==> run_1/met1.png <==
Cells faint in the background.
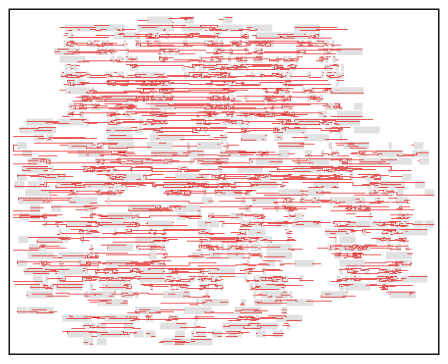
==> run_1/met2.png <==
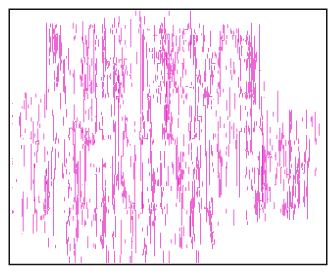
==> run_1/met3.png <==
Cells faint in the background.
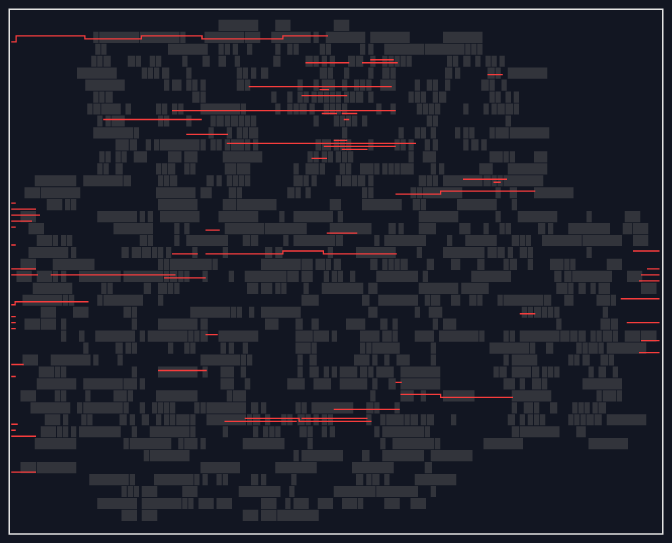
==> run_1/final_congestion.png <==
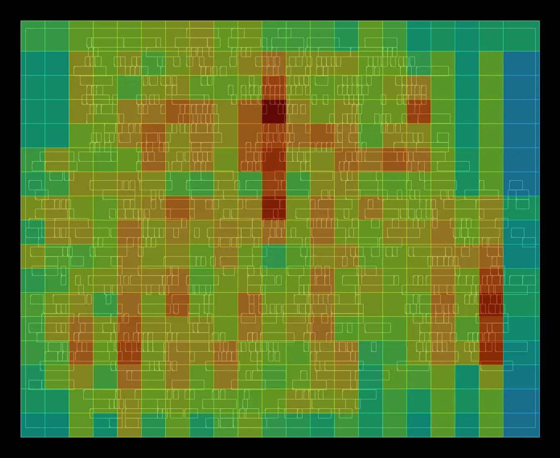
===== src/rtl/noc_path_if.sv =====
// noc_path_if: hop-report inputs and packed-path outputs of noc_path_capture.
// The master modport drives the router-side strobes and the slave modport is
// the capture block that produces the display-side signals.
interface noc_path_if;
    logic        pkt_start;
    logic        hop_valid;
    logic [3:0]  hop_node;
    logic        pkt_end;
    logic [31:0] path_data;
    logic        display_en;
    logic        busy;
    logic        overflow;
    logic        timeout_err;

    modport master (
        output pkt_start, hop_valid, hop_node, pkt_end,
        input  path_data, display_en, busy, overflow, timeout_err
    );

    modport slave (
        input  pkt_start, hop_valid, hop_node, pkt_end,
        output path_data, display_en, busy, overflow, timeout_err
    );
endinterface


===== src/rtl/noc_path_capture.sv =====
// noc_path_capture: records the node IDs a packet visits and packs them, first
// hop in bits [3:0], into a 32-bit word for the 7-seg path display. Unused
// slots hold PAD_NIBBLE. A completed path is presented with display_en held
// high for HOLD_CYCLES clocks.
// Optional feature macro: NOC_PATH_HOPCNT_EN -- keeps only 7 hop slots and puts
// the final hop count (or 4'hF on overflow) in path_data[31:28].
module noc_path_capture #(
    parameter int unsigned HOLD_CYCLES    = 100_000_000,
    parameter int unsigned TIMEOUT_CYCLES = 1024,
    parameter logic [3:0]  PAD_NIBBLE     = 4'hA
) (
    input  logic       clk,
    input  logic       rst,
    noc_path_if.slave  bus
);
    localparam int unsigned MAX_HOPS = 8;
`ifdef NOC_PATH_HOPCNT_EN
    localparam int unsigned SLOTS = MAX_HOPS - 1;
`else
    localparam int unsigned SLOTS = MAX_HOPS;
`endif
    localparam logic [3:0] SLOT_LIMIT = 4'(SLOTS);

    // Guard the counter widths against degenerate parameter values of 1.
    localparam int unsigned HW = (HOLD_CYCLES    > 1) ? $clog2(HOLD_CYCLES)    : 1;
    localparam int unsigned TW = (TIMEOUT_CYCLES > 1) ? $clog2(TIMEOUT_CYCLES) : 1;
    localparam logic [HW-1:0] HOLD_LAST = HW'(HOLD_CYCLES - 1);
    localparam logic [TW-1:0] TO_LAST   = TW'(TIMEOUT_CYCLES - 1);

    localparam logic [1:0] S_IDLE    = 2'd0;
    localparam logic [1:0] S_COLLECT = 2'd1;
    localparam logic [1:0] S_HOLD    = 2'd2;

    localparam logic [31:0] PAD_WORD = {8{PAD_NIBBLE}};

    logic [1:0]    r_state;
    logic [31:0]   r_buf;
    logic [3:0]    r_cnt;
    logic          r_ovf;
    logic [TW-1:0] r_timer;
    logic [HW-1:0] r_hold;
    logic [31:0]   r_path;
    logic          r_disp;
    logic          r_busy;
    logic          r_tmo;

    logic          w_rec;
    logic [31:0]   w_base_buf;
    logic [3:0]    w_base_cnt;
    logic          w_base_ovf;
    logic [31:0]   w_buf_next;
    logic [3:0]    w_cnt_next;
    logic          w_ovf_next;
    logic [31:0]   w_path;

    // Next work-buffer contents: pkt_start restarts from a padded buffer and a
    // hop in the same cycle lands in slot 0 of that fresh buffer.
    always_comb begin
        w_rec      = bus.hop_valid && (bus.pkt_start || (r_state == S_COLLECT));
        w_base_buf = bus.pkt_start ? PAD_WORD : r_buf;
        w_base_cnt = bus.pkt_start ? 4'd0 : r_cnt;
        w_base_ovf = bus.pkt_start ? 1'b0 : r_ovf;
        w_buf_next = w_base_buf;
        w_cnt_next = w_base_cnt;
        w_ovf_next = w_base_ovf;
        if (w_rec) begin
            if (w_base_cnt < SLOT_LIMIT) begin
                w_buf_next[{w_base_cnt[2:0], 2'b00} +: 4] = bus.hop_node;
                w_cnt_next = w_base_cnt + 4'd1;
            end else begin
                w_ovf_next = 1'b1;
            end
        end
`ifdef NOC_PATH_HOPCNT_EN
        w_path = {(w_ovf_next ? 4'hF : w_cnt_next), w_buf_next[27:0]};
`else
        w_path = w_buf_next;
`endif
    end

    // Control FSM plus registered outputs; a restart takes priority over all
    // other events in every state.
    always_ff @(posedge clk or posedge rst) begin
        if (rst) begin
            r_state <= S_IDLE;
            r_buf   <= PAD_WORD;
            r_cnt   <= 4'd0;
            r_ovf   <= 1'b0;
            r_timer <= '0;
            r_hold  <= '0;
            r_path  <= PAD_WORD;
            r_disp  <= 1'b0;
            r_busy  <= 1'b0;
            r_tmo   <= 1'b0;
        end else begin
            r_buf <= w_buf_next;
            r_cnt <= w_cnt_next;
            r_ovf <= w_ovf_next;
            if (bus.pkt_start) begin
                // Abandoning an unfinished path counts as an abort.
                r_tmo   <= (r_state == S_COLLECT);
                r_state <= S_COLLECT;
                r_busy  <= 1'b1;
                r_disp  <= 1'b0;
                r_timer <= '0;
            end else begin
                case (r_state)
                    S_COLLECT: begin
                        if (bus.pkt_end) begin
                            r_path  <= w_path;
                            r_disp  <= 1'b1;
                            r_hold  <= '0;
                            r_busy  <= 1'b0;
                            r_state <= S_HOLD;
                        end else if (bus.hop_valid) begin
                            r_timer <= '0;
                        end else if (r_timer == TO_LAST) begin
                            r_tmo   <= 1'b1;
                            r_busy  <= 1'b0;
                            r_state <= S_IDLE;
                        end else begin
                            r_timer <= r_timer + 1'b1;
                        end
                    end
                    S_HOLD: begin
                        if (r_hold == HOLD_LAST) begin
                            r_disp  <= 1'b0;
                            r_state <= S_IDLE;
                        end else begin
                            r_hold <= r_hold + 1'b1;
                        end
                    end
                    default: r_state <= S_IDLE;
                endcase
            end
        end
    end

    assign bus.path_data   = r_path;
    assign bus.display_en  = r_disp;
    assign bus.busy        = r_busy;
    assign bus.overflow    = r_ovf;
    assign bus.timeout_err = r_tmo;
endmodule

===== src/flat_wrapper.sv =====
// flat-port wrapper written by rule: the top's interface ports become plain ports
module noc_path_capture_flat 
#(
    parameter int unsigned HOLD_CYCLES    = 100_000_000,
    parameter int unsigned TIMEOUT_CYCLES = 1024,
    parameter logic [3:0]  PAD_NIBBLE     = 4'hA
)
  (clk, rst, bus_pkt_start, bus_hop_valid, bus_hop_node, bus_pkt_end, bus_path_data, bus_display_en, bus_busy, bus_overflow, bus_timeout_err);
  noc_path_if bus_i ();
  input  logic clk;
  input  logic rst;
  input wire logic [$bits(bus_i.pkt_start)-1:0] bus_pkt_start;
  input wire logic [$bits(bus_i.hop_valid)-1:0] bus_hop_valid;
  input wire logic [$bits(bus_i.hop_node)-1:0] bus_hop_node;
  input wire logic [$bits(bus_i.pkt_end)-1:0] bus_pkt_end;
  output wire logic [$bits(bus_i.path_data)-1:0] bus_path_data;
  output wire logic [$bits(bus_i.display_en)-1:0] bus_display_en;
  output wire logic [$bits(bus_i.busy)-1:0] bus_busy;
  output wire logic [$bits(bus_i.overflow)-1:0] bus_overflow;
  output wire logic [$bits(bus_i.timeout_err)-1:0] bus_timeout_err;
  assign bus_i.pkt_start = bus_pkt_start;
  assign bus_i.hop_valid = bus_hop_valid;
  assign bus_i.hop_node = bus_hop_node;
  assign bus_i.pkt_end = bus_pkt_end;
  assign bus_path_data = bus_i.path_data;
  assign bus_display_en = bus_i.display_en;
  assign bus_busy = bus_i.busy;
  assign bus_overflow = bus_i.overflow;
  assign bus_timeout_err = bus_i.timeout_err;
  noc_path_capture #(.HOLD_CYCLES(HOLD_CYCLES), .TIMEOUT_CYCLES(TIMEOUT_CYCLES), .PAD_NIBBLE(PAD_NIBBLE)) u_core (.clk(clk), .rst(rst), .bus(bus_i));
endmodule

===== config.mk =====
export PLATFORM = sky130hd
export DESIGN_NAME = noc_path_capture_flat
export DESIGN_NICKNAME = d
export VERILOG_FILES = /design/src/rtl/noc_path_if.sv /design/src/rtl/noc_path_capture.sv /design/src/flat_wrapper.sv
export SDC_FILE = /design/constraint.sdc
export NUM_CORES = 1
export LEC_CHECK = 0
export ABC_AREA = 1
export CAP_MARGIN = 20
export CORE_ASPECT_RATIO = 0.8
export CORE_UTILIZATION = 35
export DETAILED_ROUTE_END_ITERATION = 8
export PLACE_DENSITY = 0.51
export SYNTH_ARGS = -nofsm -noshare
export SYNTH_HDL_FRONTEND = slang
export SYNTH_SLANG_ARGS = --single-unit

===== constraint.sdc =====
create_clock -name clk -period 5.1 [get_ports clk]
set_clock_uncertainty 0.1 [all_clocks]
set_input_delay 1.275 -clock clk [delete_from_list [all_inputs] [get_ports clk]]
set_output_delay 1.275 -clock clk [all_outputs]
set_load 0.05 [all_outputs]

==> run notes, run 1 <==
Summary of implementation figures.

Status
The flow ran to the end, and the final reports show no timing, DRC or antenna violations.

Place
Per the placement report, the placed cell count is 1047. Note, the detailed placer reported a final HPWL of 10500 um. At the end of routability-driven placement, the weighted congestion stood at 0.894.

Die
The number of cell rows is 42. The floorplan die height is 119 um. The core utilization at floorplan is 36.0%. The core footprint is 0.0167 sq mm. The die covers 0.0177 sq mm.

Clocking
The count of instances resized after the clock tree is built is 0. Per the skew report, the later register of the worst-skew pair sees a clock latency of 0.36 ns. The number of buffers created by CTS is 9. TritonCTS built the clock tree.

The CTS clock-pin slew for the worst setup and hold paths is 0.08 ns. Post-CTS timing repair inserted 0 buffers for setup. The clock drives 111 sinks. The clock H-tree reported by CTS has 3 levels. The quantity of hold-fixing buffers added after cts is 0. The longest clock path from root to sink contains 2 buffers.

Final layout
The number of inserted diodes is 0. The most numerous logic cell after layout is nand2_1. The number of nets in the layout is 852. After the flow finishes, the layout carries non-filler instances totaling 1063. Per the cell usage report, the commonest logic cells after layout are nand2_1, nor2_1, dfrtp_1, nand3_1, inv_1. After filler insertion, the fill cell instance count of the layout stands at 1693. The fraction of final layout cells sized beyond drive strength 1 is 11.3%.

Logic synthesis
The count of distinct cell types in the synthesized netlist is 37. The number of cells in Yosys stat is 803. The synthesized area per cell is 7.47 sq um. The Yosys chip area is 0.00600 sq mm. For this run, the number of Yosys warnings is 0. Among all flip-flop cells after synthesis, the most frequent one is dfrtp_1. The proportion of register bits with asynchronous set or reset after synthesis is 100%. The number of enable flip-flop cells is 0. The synthesized net count is 817.

Final timing
After layout, the worst path uses 74.0% of the clock period. Timing would allow up to 265 MHz. At the pin with the least slew margin, the transition time is 0.728 ns.

Adding up every negative setup slack in the final design gives 0 ns. The count of final hold-check violations is 0. The end-of-flow timing check tallies setup violations at 0.

The worst pin sits at a relative slew slack of 51.4%. The minimum period implied by the final worst setup slack is 3.77 ns. The worst hold slack is 0.374 ns. The final timing report lists a max-slew violation count of 0.

Setup path
The critical path required time is 5.24 ns. The kind of critical path is in2reg. STA classifies the critical path startpoint as an input pin. The critical path endpoint category is a register.

GRT
The number of global-route vias before repair is 4765. The pin count of the biggest net entering global routing is 58. The total grt overflow is 0.

Pwr
The static power due to leakage is 3.07 nW. The power consumption is 2.11 mW. The report lists the power per cell area as 305 mW/mm^2.

Route
The count of unresolved DRC violations after routing is 0. The average via count per standard cell is 4.75. In this run the remaining antenna-violating nets after routing total 0. The number of detailed-routing iterations run before antenna repair is 7. The violation count after the first detailed-routing iteration is 281.

Worst hold path
The worst hold path class is reg2reg.

Run
The number of logged tool warnings is 27. Per the run summary, max-cap violations total 0.
## Picture notes: met1.png
The layer carries 8230 um of wire. The wires run mostly horizontal. 781 nets have wire on it.
routed wire length: 15000 um
routed via count: 5050

## Picture notes: met2.png
The layer carries 6010 um of wire. The longest straight run is 60.5 um. The layer holds 40% of the routed length.
met2 track demand over resource in global routing: 25.5%

## Picture notes: met3.png
The wires run mostly horizontal. The layer holds 4.5% of the routed length.
met3 GRT Util: 3.87%

## Picture notes: final_congestion.png
met1 Resource Use GR: 28.7%
wire length per cell after detailed routing: 14.1 um
peak-usage layer in the global routing report: met1
Post-Route Utilization: 41.5%

==> run 1: cell type report <==
cell class	count	area, sq um	share of cell area, %
inverter	69	267	3.85
sequential	111	2820	40.7
clock buffer	10	229	3.31
clock inverter	6	62.6	0.904
tap	220	275	3.98
multi-input combinational	597	2770	40.0
timing repair buffer	50	498	7.20
==> run 1: through the flow <==
stage,instance area [sq um],setup WS [ns]
5_1_grt,6920,1.13
4_1_cts,6920,1.33
2_1_floorplan,6000,0.847
3_3_place_gp,6630,1.03
3_5_place_dp,6630,0.957
6_report,6920,1.33
==> run 1: state kept, by name, summed over array words and instances, names as in the netlist <==
register and cells:
u_core.bus.display_en 1, u_core.r_state 2, u_core.r_buf 32, u_core.bus.busy 1
u_core.r_hold 27, u_core.bus.overflow 1, u_core.bus.timeout_err 1, u_core.r_cnt 4
u_core.bus.path_data 32, u_core.r_timer 10
==> run 1: final timing paths <==
| kind | startpoint | to | slack (ns) | depth (start not counted) |
|---|---|---|---|---|
| max reg2reg | u_core.r_hold[0] | u_core.r_hold[22] | 2.60 | 10 |
| max | bus_pkt_start | u_core.r_hold[22] | 1.33 | 10 |
| min | u_core.bus.path_data[17] | u_core.bus.path_data[17] | 0.37 | 2 |
| min reg2reg | u_core.bus.path_data[17] | u_core.bus.path_data[17] | 0.37 | 2 |
| min in group asynchronous | rst | u_core.bus.busy | 1.29 | 2 |
| max in group asynchronous | rst | u_core.r_buf[13] | 2.79 | 3 |
==> run 1: metal layers <==
layer	vias to the layer above	wire (um)	GRT usage, %
met2	94	6010	25.5
li1	2572	-	-
met5	-	0	0
met1	2375	8230	28.7
met3	9	669	3.87
met4	0	119	3.93
==> run 1: cell families (layout without fill, tap and decap cells) <==
logic type               after synthesis  in the layout  synth area share, %
XOR/XNOR                              18             18                 2.63
buffers and inverters                 95            135                 6.84
flip-flops                           111            111                 47.0
AND/OR/NAND/NOR                      527            527                 37.8
adder cells (fa/ha/maj)                5              5                 1.04
AND-OR/OR-AND                         47             47                 4.73
==> run 1: synth_stat cells, drive strengths merged, types with 5 or more instances <==
cell type	number	area share (%)
nand2	313	20
nor2	118	8.5
dfrtp	79	33
nand3	74	7.0
inv	69	4.4
o21ai	39	3.8
dfstp	32	14
buf	15	1.8
clkbuf	11	0.69
xor2	11	1.6
nor3	7	0.67
xnor2	7	1.0
nand4	6	0.63
ha	5	1.0
==> run 1: worst max-delay path: stages <==
cell	delay, ns
clkdlybuf4s50_1	0.56
buf_4	0.35
nor2_1	0.09
inv_1	0.11
nor2_2	0.04
buf_4	0.23
inv_2	0.45
nand2_2	0.50
nand2_1	0.20
nand2_1	0.07
==> run 1: power by group <==
part / total (mW) / switching, mW / internal, mW
logic: 0.418 / 0.299 / 0.119
clock network: 0.703 / 0.357 / 0.346
registers: 0.992 / 0.0336 / 0.958
total: 2.11 / 0.690 / 1.42
## Run 2: what changed since run 1
--- a/config.mk
+++ b/config.mk
@@ -10,7 +10,7 @@
 export CORE_ASPECT_RATIO = 0.8
 export CORE_UTILIZATION = 35
 export DETAILED_ROUTE_END_ITERATION = 8
-export PLACE_DENSITY = 0.51
+export PLACE_DENSITY = 0.53
 export SYNTH_ARGS = -nofsm -noshare
 export SYNTH_HDL_FRONTEND = slang
 export SYNTH_SLANG_ARGS = --single-unit
==> constraint.sdc (replaced) <==
create_clock -name clk -period 3.1 [get_ports clk]
set_clock_uncertainty 0.1 [all_clocks]
set_input_delay 0.775 -clock clk [delete_from_list [all_inputs] [get_ports clk]]
set_output_delay 0.775 -clock clk [all_outputs]
set_load 0.05 [all_outputs]
==> run 2 against run 1 <==
Net effect: total power is 73% higher; critical path depth up 2; synthesized cell count did not move; combinational power rose by 71%; sequential power rose by 64%; setup slack got worse by 0.92 ns; global-route usage grew 0.14 points; highest routed layer unchanged; wire length is 1.3% lower; first-iteration DRC count grew 33%; utilization up 1.2 points; clock power up 85%; largest power group unchanged.
==> run notes, run 2 <==
Summary of implementation figures.

Final layout
The net count of the finished layout is 871. By instance count after routing, the leading logic cell type is nand2_1. The number of inserted diodes is 0. The layout summary lists the proportion of cells stronger than drive strength 1 as 13.3%. The most common logic cells in the final layout are nand2_1, nor2_1, dfrtp_1, nand3_1, inv_1.

Counting the fill cells in the layout gives 1733. The final standard cell area without fillers is 0.00713 sq mm.

Setup path
Looking at the critical path, the single cell with the biggest stage delay is clkdlybuf4s50_1. The worst reg2reg path startpoint is u_core.r_hold[0]. Grouping stages by cell kind, the critical path spends the most delay in buffers and inverters.

The depth of the worst register-to-register path is 10. The launching element of the worst setup path is bus_pkt_start. The reg-to-reg setup timing slack is 0.74 ns. The critical path goes through clkdlybuf4s50_1 -> inv_6 -> nand2_1 -> ha_1 -> ha_1 -> inv_1 -> nand3_1 -> nor2_2 -> nand2_2 -> nand2_1 -> o21ai_1 -> o21ai_0. The critical path endpoint category is a register. Per STA, the highest per-stage delay on the worst path measures 0.52 ns. The kind of critical path is in2reg. The category of the worst setup path launch point is an input pin. The capture point of the worst register-to-register path is recorded as u_core.r_hold[13].

Clocking
The number of buffers between clock root and the deepest sink is 2. The clock insertion delay at the later pin of the skew report is 0.37 ns. The CTS clock-pin slew for the worst setup and hold paths is 0.08 ns. The count of H-tree levels built during CTS is 3. The quantity of hold-fixing buffers added after cts is 0. CTS added clock buffers totalling 9.

Final timing
Per the finish-stage timing summary, setup violations number 0. The worst-margin pin slew is 0.579 ns. The total negative slack is 0 ns. Counting I/O delays and the setup requirement, the final critical path takes 2.69 ns.

The final worst-path cycle share is 86.9%. The maximum achievable frequency is 371 MHz. The count of final hold-check violations is 0.

Pwr
The report lists the power per cell area as 512 mW/mm^2.

Logic synthesis
The count of distinct cell types in the synthesized netlist is 37. The most used flip-flop cell after synthesis is dfrtp_1. The share of the synthesized area in the top cell type is 33.0%. Per the Yosys statistics, synthesis produced 803 cells. The average instance in the mapped netlist occupies 7.47 sq um.

The synthesis run shows the most used standard cells to be nand2_1, nor2_1, dfrtp_1. The top cell type by total area after synthesis is dfrtp_1. nand2_1 is the most common cell in the netlist.

Route
In the routed design, unresolved DRC markers number 0. The violation count after the first detailed-routing iteration is 373. In this run the remaining antenna-violating nets after routing total 0. According to the report, the first pass of detailed routing completed in 4 iterations.

GRT
The total grt overflow is 0. The pin count of the biggest net entering global routing is 46. The number of global-route vias before repair is 4678.

Place
The area of placed instances is 0.00680 sq mm.

Status
The flow ran to the end, and the final reports show no timing, DRC or antenna violations.

Worst hold path
The worst hold path class is reg2reg. The beginning of the worst hold path is u_core.bus.path_data[25].

Die
Measured along the y axis, the die boundary spans 119 um. The number of cell rows is 42. After floorplanning, the core was sized to cover 0.0167 sq mm. The die covers 0.0177 sq mm. For this configuration, the core starts out at a cell density of 36.0%.

Run
The run reported a max-capacitance violation count of 0.
## run 2: cell counts after synthesis
Identical to the previous run, type by type.
## run 2: area by class of cell
| cell class | instances | area [sq um] | area share (%) |
|---|---|---|---|
| Inverter | 69 | 268 | 3.76 |
| Tap cell | 220 | 275 | 3.86 |
| Multi-Input combinational cell | 597 | 2770 | 38.9 |
| Clock inverter | 7 | 105 | 1.47 |
| Sequential cell | 111 | 2820 | 39.5 |
| Timing Repair Buffer | 69 | 666 | 9.34 |
| Clock buffer | 9 | 225 | 3.16 |
## run 2: stage by stage
stage	setup slack, ns	util, %	std cells	total power, mW	hold WS [ns]
after floorplan	0.443	-	803	2.13	0.368
after global placement	0.0613	40.8	1066	2.38	0.358
after detailed placement	0.0331	40.8	1066	2.38	0.357
after CTS	0.423	42.8	1082	3.69	0.372
after global routing	0.145	42.8	1082	3.81	0.386
final	0.407	42.8	1082	3.65	0.370
## run 2: power by group
group	leakage (nW)	internal, mW	switching, mW	total, mW
logic	1.60	0.223	0.490	0.713
registers	1.42	1.58	0.0574	1.63
clock network	0.162	0.663	0.638	1.30
total	3.18	2.46	1.19	3.65
## run 2: worst max path at each step
stage,end,slack [ns]
after detailed placement,u_core.bus.path_data[2],0.03
after global placement,u_core.bus.path_data[2],0.06
after CTS,u_core.bus.path_data[0],0.42
final,u_core.bus.path_data[3],0.41
after floorplan,u_core.bus.path_data[0],0.44
after global routing,u_core.bus.path_data[3],0.15
## run 2: worst reg2reg max path: cells and delay by family, from the launching register on
| family | cells | cell delay (ns) |
|---|---|---|
| and+or+nand+nor | 8 | 1.21 |
| DFF | 1 | 0.48 |
| adders and majority gates | 1 | 0.37 |
| buffers and inverters | 1 | 0.07 |
## run 2: kinds of logic after synthesis
family	count (synthesis)	share of synthesized area (%)
fa+ha+maj	5	1.04
xor+xnor	18	2.63
flops	111	47.0
compound gates	47	4.73
simple gates	527	37.8
buf+inv	95	6.84
## run 2: per-layer routing
layer | track usage (%) | share of wire [%]
met5 | 0 | 0
met4 | 4.83 | 0.96
met3 | 3.64 | 5.0
met2 | 23.8 | 38
met1 | 30.3 | 56
==> run_2/met4.png <==
The bar under the picture is 50 um long. Cells faint in the background.
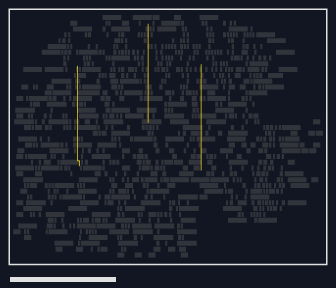
The wires run mostly vertical. 2 nets have wire on it. The longest straight run is 49.6 um. The layer holds 0.97% of the routed length. The layer carries 144 um of wire.
routed wire length: 14800 um
routed via count: 5010

==> run_2/met1.png <==
Cells faint in the background.
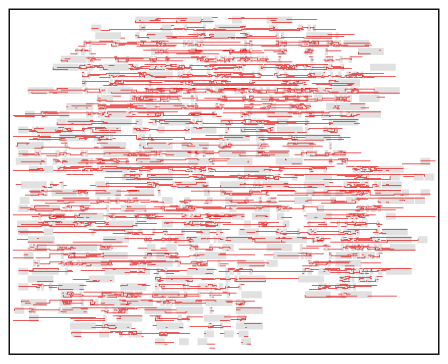
804 nets have wire on it. The layer holds 56% of the routed length.
met1 Resource Use GR: 30.3%

No activity file was given, so power comes from the tool's default toggle rates.
